`src/rtl/core_mem_arbiter_pkg.sv`:
```
// rtl/core_mem_arbiter_pkg.sv - shared encodings for the IF/MEM to AXI4-Lite arbiter
package core_mem_arbiter_pkg;

  typedef enum logic [2:0] {
    ST_IDLE    = 3'd0,
    ST_RD_ADDR = 3'd1,
    ST_RD_DATA = 3'd2,
    ST_WR_ADDR = 3'd3,
    ST_WR_RESP = 3'd4
  } arb_state_t;

  localparam logic [1:0] AXI_RESP_OKAY = 2'b00;
  localparam logic [2:0] AXI_PROT_INSN = 3'b100;
  localparam logic [2:0] AXI_PROT_DATA = 3'b000;

  // Requester index inside the 2-bit request/grant vectors
  localparam int GNT_IMEM = 0;
  localparam int GNT_DMEM = 1;

endpackage

```
`src/rtl/core_arb_rr2.sv`:
```
// rtl/core_arb_rr2.sv - combinational two-way round-robin picker
// last_grant is the index of the previous winner; on a tie the other side wins.
module core_arb_rr2 (
  input  logic [1:0] req,
  input  logic       last_grant,
  output logic [1:0] grant
);

  always_comb begin
    grant = req;
    if (req == 2'b11) begin
      grant = last_grant ? 2'b01 : 2'b10;
    end
  end

endmodule

```
`src/rtl/core_mem_arbiter.sv`:
```
// rtl/core_mem_arbiter.sv - shares one AXI4-Lite master between fetch and load/store
// One transaction at a time; each requester gets a registered one-cycle DONE pulse.
module core_mem_arbiter
  import core_mem_arbiter_pkg::*;
(
  input  logic        CLK,
  input  logic        NRST,

  input  logic        IMEM_REQ,
  input  logic [31:0] IMEM_ADDR,
  output logic [31:0] IMEM_RDATA,
  output logic        IMEM_DONE,
  output logic        IMEM_ERR,

  input  logic        DMEM_REQ,
  input  logic        DMEM_WE,
  input  logic [31:0] DMEM_ADDR,
  input  logic [31:0] DMEM_WDATA,
  input  logic [3:0]  DMEM_STRB,
  output logic [31:0] DMEM_RDATA,
  output logic        DMEM_DONE,
  output logic        DMEM_ERR,

  output logic [31:0] M_AXI_ARADDR,
  output logic [2:0]  M_AXI_ARPROT,
  output logic        M_AXI_ARVALID,
  input  logic        M_AXI_ARREADY,
  input  logic [31:0] M_AXI_RDATA,
  input  logic [1:0]  M_AXI_RRESP,
  input  logic        M_AXI_RVALID,
  output logic        M_AXI_RREADY,
  output logic [31:0] M_AXI_AWADDR,
  output logic        M_AXI_AWVALID,
  input  logic        M_AXI_AWREADY,
  output logic [31:0] M_AXI_WDATA,
  output logic [3:0]  M_AXI_WSTRB,
  output logic        M_AXI_WVALID,
  input  logic        M_AXI_WREADY,
  input  logic [1:0]  M_AXI_BRESP,
  input  logic        M_AXI_BVALID,
  output logic        M_AXI_BREADY
);

  arb_state_t  state;
  logic        last_grant;
  logic [1:0]  req;
  logic [1:0]  grant;
  logic [31:0] pay_addr;
  logic [31:0] pay_wdata;
  logic [3:0]  pay_strb;
  logic        pay_imem;
  logic        aw_done;
  logic        w_done;
  logic        aw_hs;
  logic        w_hs;
  logic        aw_done_nx;
  logic        w_done_nx;

  // A requester is masked during its own DONE cycle so the held REQ is not regranted.
  assign req[GNT_IMEM] = IMEM_REQ & ~IMEM_DONE;
  assign req[GNT_DMEM] = DMEM_REQ & ~DMEM_DONE;

  core_arb_rr2 u_rr2 (
    .req        (req),
    .last_grant (last_grant),
    .grant      (grant)
  );

  // Payload registers only change in IDLE, so everything stays stable while VALID is up.
  assign M_AXI_ARADDR = pay_addr;
  assign M_AXI_AWADDR = pay_addr;
  assign M_AXI_WDATA  = pay_wdata;
  assign M_AXI_WSTRB  = pay_strb;
  assign M_AXI_ARPROT = pay_imem ? AXI_PROT_INSN : AXI_PROT_DATA;

  assign aw_hs      = M_AXI_AWVALID & M_AXI_AWREADY;
  assign w_hs       = M_AXI_WVALID & M_AXI_WREADY;
  assign aw_done_nx = aw_done | aw_hs;
  assign w_done_nx  = w_done | w_hs;

  always_ff @(posedge CLK or negedge NRST) begin
    if (!NRST) begin
      state         <= ST_IDLE;
      last_grant    <= 1'b0;
      pay_addr      <= '0;
      pay_wdata     <= '0;
      pay_strb      <= '0;
      pay_imem      <= 1'b0;
      aw_done       <= 1'b0;
      w_done        <= 1'b0;
      M_AXI_ARVALID <= 1'b0;
      M_AXI_RREADY  <= 1'b0;
      M_AXI_AWVALID <= 1'b0;
      M_AXI_WVALID  <= 1'b0;
      M_AXI_BREADY  <= 1'b0;
      IMEM_RDATA    <= '0;
      IMEM_DONE     <= 1'b0;
      IMEM_ERR      <= 1'b0;
      DMEM_RDATA    <= '0;
      DMEM_DONE     <= 1'b0;
      DMEM_ERR      <= 1'b0;
    end else begin
      IMEM_DONE <= 1'b0;
      DMEM_DONE <= 1'b0;
      case (state)
        ST_IDLE: begin
          if (|grant) begin
            pay_imem   <= grant[GNT_IMEM];
            pay_addr   <= grant[GNT_IMEM] ? IMEM_ADDR : DMEM_ADDR;
            pay_wdata  <= DMEM_WDATA;
            pay_strb   <= DMEM_STRB;
            last_grant <= grant[GNT_DMEM];
            if (grant[GNT_DMEM] && DMEM_WE) begin
              M_AXI_AWVALID <= 1'b1;
              M_AXI_WVALID  <= 1'b1;
              aw_done       <= 1'b0;
              w_done        <= 1'b0;
              state         <= ST_WR_ADDR;
            end else begin
              M_AXI_ARVALID <= 1'b1;
              state         <= ST_RD_ADDR;
            end
          end
        end
        ST_RD_ADDR: begin
          if (M_AXI_ARREADY) begin
            M_AXI_ARVALID <= 1'b0;
            M_AXI_RREADY  <= 1'b1;
            state         <= ST_RD_DATA;
          end
        end
        ST_RD_DATA: begin
          if (M_AXI_RVALID) begin
            M_AXI_RREADY <= 1'b0;
            state        <= ST_IDLE;
            if (pay_imem) begin
              IMEM_RDATA <= M_AXI_RDATA;
              IMEM_ERR   <= (M_AXI_RRESP != AXI_RESP_OKAY);
              IMEM_DONE  <= 1'b1;
            end else begin
              DMEM_RDATA <= M_AXI_RDATA;
              DMEM_ERR   <= (M_AXI_RRESP != AXI_RESP_OKAY);
              DMEM_DONE  <= 1'b1;
            end
          end
        end
        ST_WR_ADDR: begin
          // AW and W channels retire independently; both may complete in one cycle.
          if (aw_hs) M_AXI_AWVALID <= 1'b0;
          if (w_hs)  M_AXI_WVALID  <= 1'b0;
          aw_done <= aw_done_nx;
          w_done  <= w_done_nx;
          if (aw_done_nx && w_done_nx) begin
            M_AXI_BREADY <= 1'b1;
            state        <= ST_WR_RESP;
          end
        end
        ST_WR_RESP: begin
          if (M_AXI_BVALID) begin
            M_AXI_BREADY <= 1'b0;
            DMEM_ERR     <= (M_AXI_BRESP != AXI_RESP_OKAY);
            DMEM_DONE    <= 1'b1;
            state        <= ST_IDLE;
          end
        end
        default: state <= ST_IDLE;
      endcase
    end
  end

endmodule

```
`config.mk`:
```
export PLATFORM = sky130hd
export DESIGN_NAME = core_mem_arbiter
export DESIGN_NICKNAME = d
export VERILOG_FILES = /design/src/rtl/core_mem_arbiter_pkg.sv /design/src/rtl/core_arb_rr2.sv /design/src/rtl/core_mem_arbiter.sv
export SDC_FILE = /design/constraint.sdc
export NUM_CORES = 1
export LEC_CHECK = 0
export CAP_MARGIN = 40
export CORE_AREA = 2 2 125 127
export CTS_CLUSTER_DIAMETER = 60
export DETAILED_ROUTE_END_ITERATION = 8
export DIE_AREA = 0 0 127 129
export PLACE_DENSITY = 0.83
export SYNTH_ARGS = -nofsm -noshare
export SYNTH_HDL_FRONTEND = slang
export SYNTH_SLANG_ARGS = --single-unit
export TNS_END_PERCENT = 50
```
`constraint.sdc`:
```
create_clock -name CLK -period 3.1 [get_ports CLK]
set_clock_uncertainty 0.1 [all_clocks]
set_input_delay 0.31 -clock CLK [delete_from_list [all_inputs] [get_ports CLK]]
set_output_delay 0.31 -clock CLK [all_outputs]
set_load 0.01 [all_outputs]
```
==> Table 3: Implementation characteristics, run 1 <==
Table: implementation figures

Parameter                              Value

Run status
  Outcome    complete, no violations

Drt
  Post-DR vias/cell    4.92
  Post-detailed-route count of antenna-violating nets    0
  Number of detailed-routing iterations run before antenna repair    4
  Per-cell routed wire length    17.2 um

Place
  Detailed placer's ending HPWL    13000 um
  Placed cell area    9400 um^2
  Count of input and output buffers    319
  Gp weighted congestion    0.844

CTS
  Count of cells resized by post-cts repair    0
  CTS H-Tree Depth    4
  CTS tree    yes
  Post-CTS clock slew at the launch and capture registers of the worst setup and hold paths    0.06 ns
  Clk sinks    148

Hold path
  Launch point of the worst hold path    DMEM_WDATA[6]

Final layout
  Commonest non-fill, non-tap cells in the layout    sky130_fd_sc_hd__clkdlybuf4s50_1, sky130_fd_sc_hd__nand2_1, sky130_fd_sc_hd__dfrtp_1, sky130_fd_sc_hd__mux2_2, sky130_fd_sc_hd__mux2i_1
  Number of clock-tree buffers in the layout    17
  Comb_multi_in    331
  Non-clock buffer contribution to total cell area    32.8%
  Cell kind with the greatest summed area    sequential cells
  Layout Utilization    66.8%
  Number of antenna diodes    0
  Multi-input logic area    2170 um^2
  Combinational share of cell area    21.7%
  Count of inverters other than clock inverters in the layout    4

Timing
  Normalized max-slew margin    52.1%
  Tightest Pin Transition    0.718 ns
  Setup repair after global routing missed its margin    no

Pwr
  Group with the largest share of power    combinational logic
  Share of power burned in registers    33.6%
  Combinational logic power    0.00484 W
  Power share of the clock group    19.9%
  Switching power    0.00357 W

Synthesis
  Number of enable flip-flop cells    0
  Proportion of synthesized chip area in sequential cells    58.5%
  Total cells reported by yosys after synthesis    544
  Yosys warning total    0
  Synth Flop Type    sky130_fd_sc_hd__dfrtp_1
  Number of register bits inferred by synthesis    148

Setup path
  Top Family by Delay on Critical Path    AND-OR/OR-AND gates
  Kind of critical path    reg2reg
  WP buf/inv    1

Job
  Tally of OpenROAD warnings    26

Die
  Initial cell density of the core    42.3%
  Chip area    16400 um^2
  TAP cells    188

Global route
  Vias in the first global route    5108
  Antenna violations before repair    0
  Maximum number of pins on one net before global-route repair    75
  Wire length of the first global-routing pass    27600 um
run 1: cell families (layout without fill, tap and decap cells):
kind of cell,after synthesis,count (layout),synth area share (%)
AND/OR/NAND/NOR,171,171,11.5
flip-flops,148,148,58.5
multiplexers,96,96,16.4
buffers and inverters,66,365,7.45
AND-OR/OR-AND,62,62,6.07
other,1,2,0.0592
run 1: metal layers:
metal  vias to the layer above  global-route usage [%]  share of wire [%]  wire length (um)
met5                         -                       0                  0                 0
met3                        23                    9.31                 10              1850
met1                      2447                    25.1                 38              6830
met4                         0                    7.76                1.6               287
li1                       2365                       -                  -                 -
met2                       244                    36.5                 49              8790
run 1: stage by stage:
| stage | power (W) | worst slack, ns | cells |
|---|---|---|---|
| 2_1_floorplan | 0.00584 | 1.49 | 545 |
| 3_3_place_gp | 0.00828 | 0.827 | 999 |
| 3_5_place_dp | 0.00841 | 0.780 | 999 |
| 4_1_cts | 0.0105 | 0.905 | 1032 |
| 5_1_grt | 0.0111 | 0.761 | 1032 |
| 6_report | 0.0104 | 0.933 | 1032 |
run 1: path summary, 6_finish.rpt:
path	to	slack (ns)	depth (start not counted)
hold / removal	M_AXI_WDATA[6]$_DFFE_PN0P_	0.32	3
max in group asynchronous	M_AXI_ARADDR[0]$_DFFE_PN0P_	1.75	3
hold reg to reg	M_AXI_WDATA[31]$_DFFE_PN0P_	0.37	2
setup / recovery	last_grant$_DFFE_PN0P_	0.93	5
setup reg to reg	last_grant$_DFFE_PN0P_	0.93	5
min in group asynchronous	IMEM_RDATA[0]$_DFFE_PN0P_	0.39	2
run 1: flip-flops by register name (all words and copies together), names as in the netlist, 3 cells and up:
signal / flops
M_AXI_WSTRB: 4
DMEM_RDATA: 32
M_AXI_ARADDR: 32
state: 3
IMEM_RDATA: 32
M_AXI_WDATA: 32
Figure 1. Signal wires on met1 (run 1).
Scale bar: 50 um. Supply wires on this layer in grey.
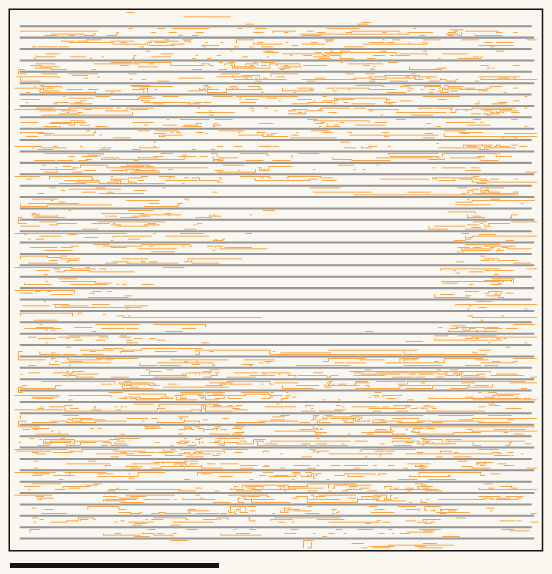
longest straight run: 39.1 um
wire length on this layer: 6830 um
main direction: horizontal

Figure 2. Signal wires on met2 (run 1).
Scale bar: 50 um.
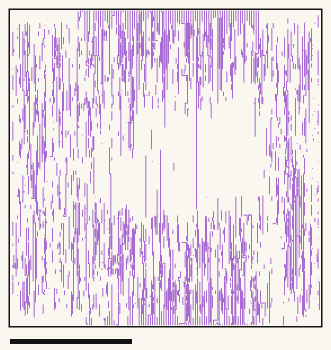
longest straight run: 70.2 um
main direction: vertical
wire length on this layer: 8790 um
nets with wire on the layer: 873

Figure 3. Metal 3 (run 1).
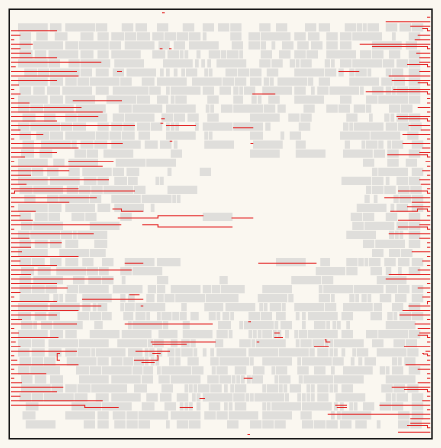
nets with wire on the layer: 201
main direction: horizontal
longest straight run: 37.0 um

Figure 4. Track usage over the die (run 1).
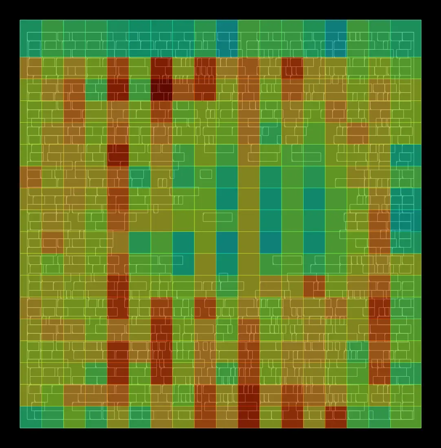

==> run 2, diff against run 1 <==
--- a/config.mk
+++ b/config.mk
@@ -6,11 +6,10 @@
 export NUM_CORES = 1
 export LEC_CHECK = 0
 export CAP_MARGIN = 40
-export CORE_AREA = 2 2 125 127
+export CORE_UTILIZATION = 40
 export CTS_CLUSTER_DIAMETER = 60
 export DETAILED_ROUTE_END_ITERATION = 8
-export DIE_AREA = 0 0 127 129
-export PLACE_DENSITY = 0.83
+export PLACE_DENSITY = 0.79
 export SYNTH_ARGS = -nofsm -noshare
 export SYNTH_HDL_FRONTEND = slang
 export SYNTH_SLANG_ARGS = --single-unit
==> constraint.sdc (replaced) <==
create_clock -name CLK -period 2 [get_ports CLK]
set_clock_uncertainty 0.1 [all_clocks]
set_input_delay 0.2 -clock CLK [delete_from_list [all_inputs] [get_ports CLK]]
set_output_delay 0.2 -clock CLK [all_outputs]
set_load 0.01 [all_outputs]
Figure 5. Track usage over the die (run 2).
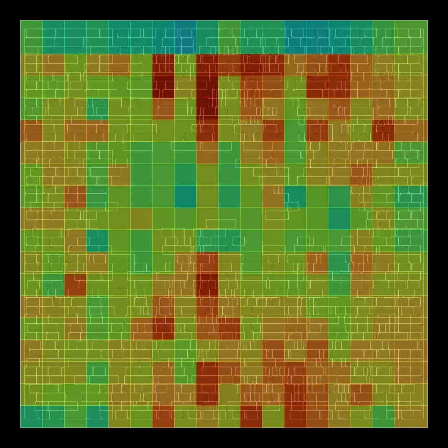
per-cell routed wire length: 17.4 um
most used routing layer in global routing: met2
GR Layer Usage met3: 9.64%

==> Table 3: Implementation characteristics, run 2 <==
Table: implementation figures

Parameter                              Value

Synthesis
  Most common cell in the synthesized netlist    sky130_fd_sc_hd__nand2_1
  Synth Flop Type    sky130_fd_sc_hd__dfrtp_1
  Proportion of synthesized chip area in sequential cells    58.5%
  Commonest cells post-synth    sky130_fd_sc_hd__nand2_1, sky130_fd_sc_hd__dfrtp_1, sky130_fd_sc_hd__mux2_2, sky130_fd_sc_hd__buf_4, sky130_fd_sc_hd__mux2i_1
  Number of standard cells after synthesis    544
  Area figure in the yosys stat output    6330 um^2
  Fraction of synthesis flops using an asynchronous set or reset pin    100%
  Yosys warning total    0
  Post-Synthesis Cell Area    6330 um^2
  Post-Syn Area per Cell    11.6 um^2
  Total cells reported by yosys after synthesis    544
  Top cells by area, synth    sky130_fd_sc_hd__dfrtp_1, sky130_fd_sc_hd__mux2_2, sky130_fd_sc_hd__nand2_1
  Number of enable flip-flop cells    0
  Post-synthesis cell type count    40
  Number of register bits inferred by synthesis    148
  Library cell with the largest summed area after synthesis    sky130_fd_sc_hd__dfrtp_1

Run status
  Outcome    complete, no violations

Place
  Placed cell area    9610 um^2
  Placed instance count    1033
  Count of input and output buffers    319
  Gp weighted congestion    0.784
  Pre-CTS worst setup slack    0.0408 ns
  Detailed placer's ending HPWL    14000 um

Die
  Std-Cell Core Area    15300 um^2
  Initial cell density of the core    41.3%
  Die W    128 um
  Number of I/O pins    322
  Chip area    16300 um^2
  Chip Height    128 um

Setup path
  WP buf/inv    1
  Endpoint kind of the worst setup timing path    register
  Worst R2R Path Depth    4
  Series of cell instances along the critical path    nand2b_1 > nor3_4 > buf_12 > mux2_2
  Max incr delay on CP    0.56 ns
  Flop2flop setup slack    0.19 ns
  RR Endpoint    DMEM_RDATA[24]$_DFFE_PN0N_
  Kind of critical path    reg2reg
  Required time at the endpoint of the critical path    2.19 ns
  CP max stage cell    sky130_fd_sc_hd__dfrtp_1
  Arrival time at the worst endpoint    2.00 ns
  Type of element launching the critical path    register
  Top Family by Delay on Critical Path    flip-flops

Final layout
  Top logic cell by instance count in the layout    sky130_fd_sc_hd__clkdlybuf4s50_1
  Number of antenna diodes    0
  Non-filler instance count after layout    1065
  P&R area growth vs syn    61.0%
  Layout cells sized above 1    14.4%
  Commonest non-fill, non-tap cells in the layout    sky130_fd_sc_hd__clkdlybuf4s50_1, sky130_fd_sc_hd__nand2_1, sky130_fd_sc_hd__dfrtp_1, sky130_fd_sc_hd__mux2_2, sky130_fd_sc_hd__mux2i_1
  Layout Utilization    66.6%

Timing
  Setup repair after global routing missed its margin    no
  Min Hold Slack    0.178 ns
  Pins Over Slew Limit    0
  Hold Violations, Final    0
  Final setup vio count    0
  Final setup margin    0.191 ns
  Final sum of negative setup slack    0 ns

Pwr
  Cell leakage power    4.53 nW
  Power, Total    0.0164 W
  Worst voltage drop across the vdd grid    0.965 mV
  Power per Cell Area    1610 nW/um^2

Drt
  Final Routed Wirelength    18500 um
  1st-iter DRT viols    176
  Number of detailed-routing iterations run before antenna repair    4
  Post-detailed-route count of antenna-violating nets    0
  Vias    5077
  Drt drc    0
  Post-DR vias/cell    4.77

CTS
  CTS buffer count    17
  Later-pin clock latency in the skew report    0.41 ns
  Clk sinks    148
  Setup Buffers After CTS    0
  CTS tree    yes
  Post-CTS clock slew at the launch and capture registers of the worst setup and hold paths    0.06 ns
  CTS H-Tree Depth    4
  Clock Tree Root    sky130_fd_sc_hd__clkbuf_16

Global route
  Congestion Overflow GR    0
  Wire length of the first global-routing pass    28600 um
  Maximum number of pins on one net before global-route repair    60
  Vias in the first global route    5406
  Antenna violations before repair    0

Job
  Max Cap Violations    0
  Tally of OpenROAD warnings    26

Hold path
  Min-delay worst type    in2async
Figure 6. M4 wires (run 2).
Scale bar: 50 um. Supply wires on this layer in grey.
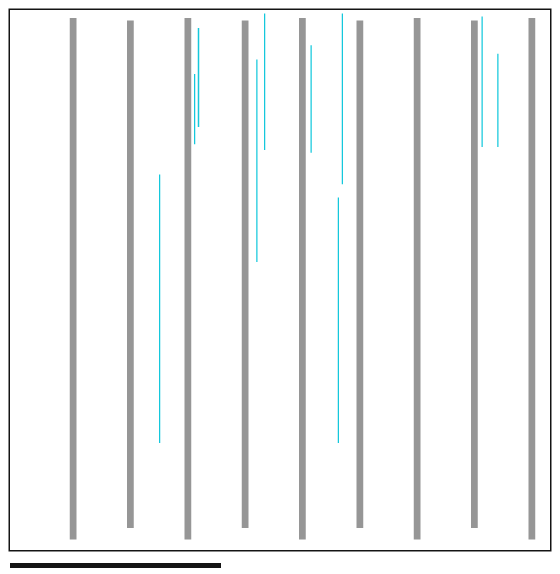
longest straight run: 63.2 um
main direction: vertical
wire length on this layer: 358 um
nets with wire on the layer: 9

## run 2: worst max-delay path by stage
stage                                               to  slack [ns]  cells past startpoint
after floorplan             DMEM_RDATA[10]$_DFFE_PN0N_        0.39                      4
after global placement    M_AXI_ARADDR[11]$_DFFE_PN0P_        0.09                      6
after detailed placement  M_AXI_ARADDR[10]$_DFFE_PN0P_        0.04                      6
after CTS                              M_AXI_ARPROT[2]        0.14                      1
after global routing        DMEM_RDATA[26]$_DFFE_PN0N_        0.08                      4
final                       DMEM_RDATA[24]$_DFFE_PN0N_        0.19                      4
## run 2: cells by family (layout without fill, tap and decap cells)
family	count (synthesis)	in the layout	synth area share [%]
other	1	2	0.0592
muxes	96	96	16.4
AOI/OAI and AO/OA	62	62	6.07
and+or+nand+nor	171	171	11.5
DFF	148	148	58.5
buffers and inverters	66	375	7.45
## run 2: area by class of cell
cell class	instances	area, um^2
fillers	1154	5120
flip-flops and latches	148	3700
repair buffers	340	3470
multi-input cells	331	2170
clock buffers	19	443
well taps	211	264
clock inverters	12	131
inverters	4	15.0
## run 2: repair_timing
item / 4_1_cts / 5_1_grt
endpoints found under the hold margin: 46 / 0
gates resized: 0 / 0
endpoints found under the setup margin: 0 / 0
hold buffers: 1 / 0
## run 2: metal layers
metal,wire length [um],track usage (%),up-vias
li1,-,-,2393
met1,6880,24.0,2451
met2,9480,41.0,207
met3,1780,9.64,26
met4,357,8.65,0
met5,0,0,-
## run 2: report_power, final
| group | switching (W) | leakage, nW | total [W] | internal (W) |
|---|---|---|---|---|
| registers | 0.000996 | 1.81 | 0.00545 | 0.00446 |
| logic | 0.00331 | 2.45 | 0.00783 | 0.00452 |
| clock network | 0.00123 | 0.272 | 0.00309 | 0.00186 |
| total | 0.00554 | 4.53 | 0.0164 | 0.0108 |
Power and IR drop assume default switching activity.
